## src/rtl/mem_access_arbiter.sv

```systemverilog
// N-channel round-robin arbiter and access mux in front of the shared register memory.
// Build option ACCESS_ARB_MASTER_PREEMPT_EN: channel 0 has priority and preempts other owners.
module mem_access_arbiter #(
  parameter int N_CH     = 2,
  parameter int ADDR_W   = 5,
  parameter int DATA_W   = 12,
  parameter int MAX_HOLD = 16
) (
  input  logic                         clk,
  input  logic                         reset,
  input  logic [N_CH-1:0]              req,
  output logic [N_CH-1:0]              grant,
  input  logic [N_CH-1:0][ADDR_W-1:0]  ch_read_addr,
  input  logic [N_CH-1:0][ADDR_W-1:0]  ch_write_addr,
  input  logic [N_CH-1:0]              ch_write,
  input  logic [N_CH-1:0][DATA_W-1:0]  ch_wdata,
  output logic [DATA_W-1:0]            rdata,
  output logic [ADDR_W-1:0]            read_addr,
  output logic [ADDR_W-1:0]            write_addr,
  output logic                         write,
  output logic [DATA_W-1:0]            write_node,
  input  logic [DATA_W-1:0]            read_node
);
  localparam int PW = (N_CH > 1) ? $clog2(N_CH) : 1;
  localparam int HW = (MAX_HOLD > 1) ? $clog2(MAX_HOLD + 1) : 1;
  localparam logic [HW-1:0] HOLD_LIM = (MAX_HOLD > 0) ? HW'(MAX_HOLD - 1) : '0;

  typedef enum logic {IDLE, OWN} state_t;

  state_t            state_q, state_d;
  logic [N_CH-1:0]   grant_q, grant_d;
  logic [PW-1:0]     rr_ptr_q, rr_ptr_d;
  logic [HW-1:0]     hold_cnt_q, hold_cnt_d;

  logic [PW-1:0]     owner, owner_nxt, pick;
  logic              pick_vld, other, hold_hit, preempt;

  function automatic logic [PW-1:0] wrap_add(logic [PW-1:0] a, int b);
    return PW'((int'(a) + b) % N_CH);
  endfunction

  always_comb begin
    owner = '0;
    for (int i = 0; i < N_CH; i++)
      if (grant_q[i]) owner = PW'(i);
  end

  assign owner_nxt = wrap_add(owner, 1);

  // First requester at or after rr_ptr, wrapping.
  always_comb begin
    pick     = '0;
    pick_vld = 1'b0;
    for (int i = 0; i < N_CH; i++) begin
      if (!pick_vld && req[wrap_add(rr_ptr_q, i)]) begin
        pick     = wrap_add(rr_ptr_q, i);
        pick_vld = 1'b1;
      end
    end
`ifdef ACCESS_ARB_MASTER_PREEMPT_EN
    if (req[0]) begin
      pick     = '0;
      pick_vld = 1'b1;
    end
`endif
  end

  always_comb begin
    state_d    = state_q;
    grant_d    = grant_q;
    rr_ptr_d   = rr_ptr_q;
    hold_cnt_d = hold_cnt_q;
    other      = |(req & ~grant_q);
    hold_hit   = (MAX_HOLD != 0) && other && (hold_cnt_q == HOLD_LIM);
    preempt    = 1'b0;
`ifdef ACCESS_ARB_MASTER_PREEMPT_EN
    if (owner == '0) hold_hit = 1'b0;
    preempt = (owner != '0) && req[0];
`endif
    case (state_q)
      IDLE: begin
        if (pick_vld) begin
          grant_d       = '0;
          grant_d[pick] = 1'b1;
          hold_cnt_d    = '0;
          state_d       = OWN;
        end
      end
      OWN: begin
        // A req drop and a revoke in the same cycle release once, advancing rr_ptr once.
        if (!req[owner] || hold_hit) begin
          grant_d    = '0;
          rr_ptr_d   = owner_nxt;
          hold_cnt_d = '0;
          state_d    = IDLE;
        end else if (preempt) begin
          grant_d    = '0;
          hold_cnt_d = '0;
          state_d    = IDLE;
        end else if (other && hold_cnt_q != '1) begin
          hold_cnt_d = hold_cnt_q + 1'b1;
        end
      end
      default: begin
        grant_d = '0;
        state_d = IDLE;
      end
    endcase
  end

  always_ff @(posedge clk) begin
    if (reset) begin
      state_q    <= IDLE;
      grant_q    <= '0;
      rr_ptr_q   <= '0;
      hold_cnt_q <= '0;
    end else begin
      state_q    <= state_d;
      grant_q    <= grant_d;
      rr_ptr_q   <= rr_ptr_d;
      hold_cnt_q <= hold_cnt_d;
    end
  end

  // Datapath follows the registered grant; reset kills the write strobe immediately.
  always_comb begin
    read_addr  = '0;
    write_addr = '0;
    write_node = '0;
    write      = 1'b0;
    if (state_q == OWN) begin
      read_addr  = ch_read_addr[owner];
      write_addr = ch_write_addr[owner];
      write_node = ch_wdata[owner];
      write      = ch_write[owner] & ~reset;
    end
  end

  assign grant = grant_q;
  assign rdata = read_node;

endmodule

```

## config.mk

```make
export PLATFORM = sky130hd
export DESIGN_NAME = mem_access_arbiter
export DESIGN_NICKNAME = d
export VERILOG_FILES = /design/src/rtl/mem_access_arbiter.sv
export SDC_FILE = /design/constraint.sdc
export NUM_CORES = 1
export LEC_CHECK = 0
export CORE_ASPECT_RATIO = 0.9
export CORE_MARGIN = 2
export CORE_UTILIZATION = 30
export CTS_BUF_LIST = sky130_fd_sc_hd__clkbuf_8
export DETAILED_ROUTE_END_ITERATION = 8
export PLACE_DENSITY = 0.81
export SLEW_MARGIN = 10
export SYNTH_ARGS = -nofsm -noshare
export SYNTH_HDL_FRONTEND = slang
export SYNTH_SLANG_ARGS = --single-unit
export TNS_END_PERCENT = 10
```

## constraint.sdc

```tcl
create_clock -name clk -period 2.45 [get_ports clk]
set_clock_uncertainty 0.2 [all_clocks]
set_input_delay 0.245 -clock clk [delete_from_list [all_inputs] [get_ports clk]]
set_output_delay 0.245 -clock clk [all_outputs]
set_load 0.01 [all_outputs]
```

==> flow_summary.toml <==
# physical design summary
[final_timing]
fin_ws_ps = 233.5
finalCriticalPeriod_ps = 2216
setup_tns_ps = 0
finalSetupViolCount = 0
slew_viol_final = 0

[layout]
final_cell_mix = "clkdlybuf4s50_1, nor2_1, mux2i_1"
n_antenna_cell = 0
nets = 248
fin_area_um2 = 1705
seq_area_um2 = 180.2
comb_share_pct = 37.78
sh_seq_area_pct = 10.56
final_layout_size_suffix_gt1_share_pct = 6.593
comb_cells = 89
area.growth.synth_to_final_pct = 75.87
bufAreaShareNonClock_pct = 45.05
signal_buffers = 76
nFillCells = 265
logic_area_um2 = 644.4

[critical_path]
endpoint = "read_addr[0]"
crit_start = "state_q$_SDFF_PP0_"
cp_top_family = "buffers and inverters"
path_max_fanout = 24
endpoint_kind = "primary output"
critical-path-slowest-cell = "clkdlybuf4s50_1"

[synth]
synthSimpleGateAreaFrac_pct = 22.84
yosysTopAreaCell = "mux2i_1"
top_cells_by_area = "mux2i_1, dfxtp_1, buf_4"
edf_count = 0
muxShareOfSynthArea_pct = 23.74
yosys_cells = 121
ys_types = 31
yosys_area_um2 = 969.7
synth-compound-area-share_pct = 15.10
avgSynthCellArea_um2 = 8.014
synth_adder_area_share_pct = 3.871
yosys-top-cells-count = "nor2_1, mux2i_1, buf_4"
netlist_instances = 121
synthArstFlopShare_pct = 0
ys_seq_share_pct = 18.58

[flow_run]
cap_viol_max_count = 0

[detailed_routing]
wl_per_cell_um = 14.40
drtIter0Drc = 51
drc = 0

[grt]
grtUsageTotal_pct = 16.88
met3_usage_pct = 2.330
grt_max_degree = 27
grt_use_met1_pct = 20.81

[cts]
postCtsSetupRepairBufs = 0
path_clk_slew_ps = 50
cts_buffers = 3
cts.sink_count = 9

[outcome]
status = "finished clean"

[hold_path]
hold_path_class = "input port to primary output"
min_path_cells = 0

[floorplanning]
coreArea_um2 = 3067
row_count = 19

[power_and_ir_drop]
switchingPower_mw = 0.1812
switching_share_pct = 29.53
pg_seq_mw = 0.161
seqPwrFrac_pct = 26.3

[placement]
pre_cts_ws_ps = 413.6
place.gp.congestion = 0.8563
post-place-cells = 220
I/O pins on the die edge:
Pins as bars across the die edge, other pins in grey.
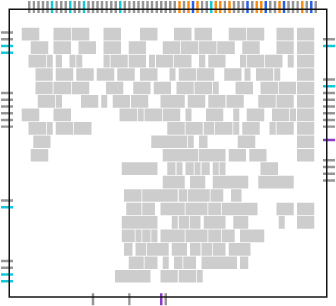
Key: blue = write_addr [pins 5, direction output, edge top]; cyan = read_node [pins 12, direction input, edge 5 top, 5 left, 2 right]; purple = grant [pins 2, direction output, edge 1 bottom, 1 right]; orange = ch_write_addr [pins 10, direction input, edge top]
All pins by edge: 64 top, 16 left, 15 right, 4 bottom.
tally of buffers added on design ports: 74
Die Y: 57.94 um
die width: 63.93 um

The clock network:
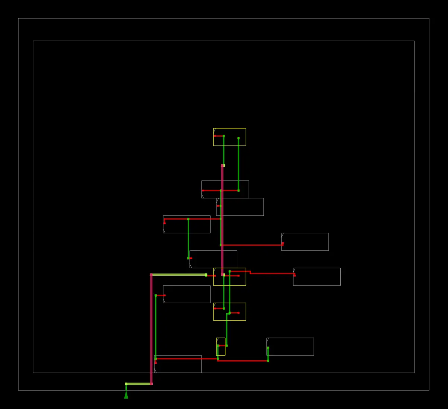
Seq cells: 9
clock buffer count: 3

Clock network drawn from the DEF:
The bar under the picture is 20 um long.
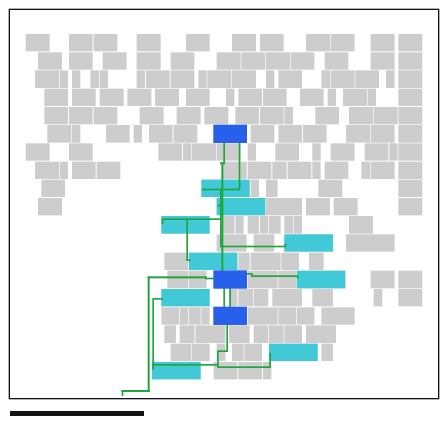
Key: green = clock wires [length 172 um]; cyan = flip-flops [count 9]; blue = clock-net drivers [count 3]
There are 4 routed clock nets.
Skew-Pair Late Insertion Delay: 240 ps
Clock power frac: 28.8%
Clock Power: 0.177 mW

Power and IR drop assume default switching activity.
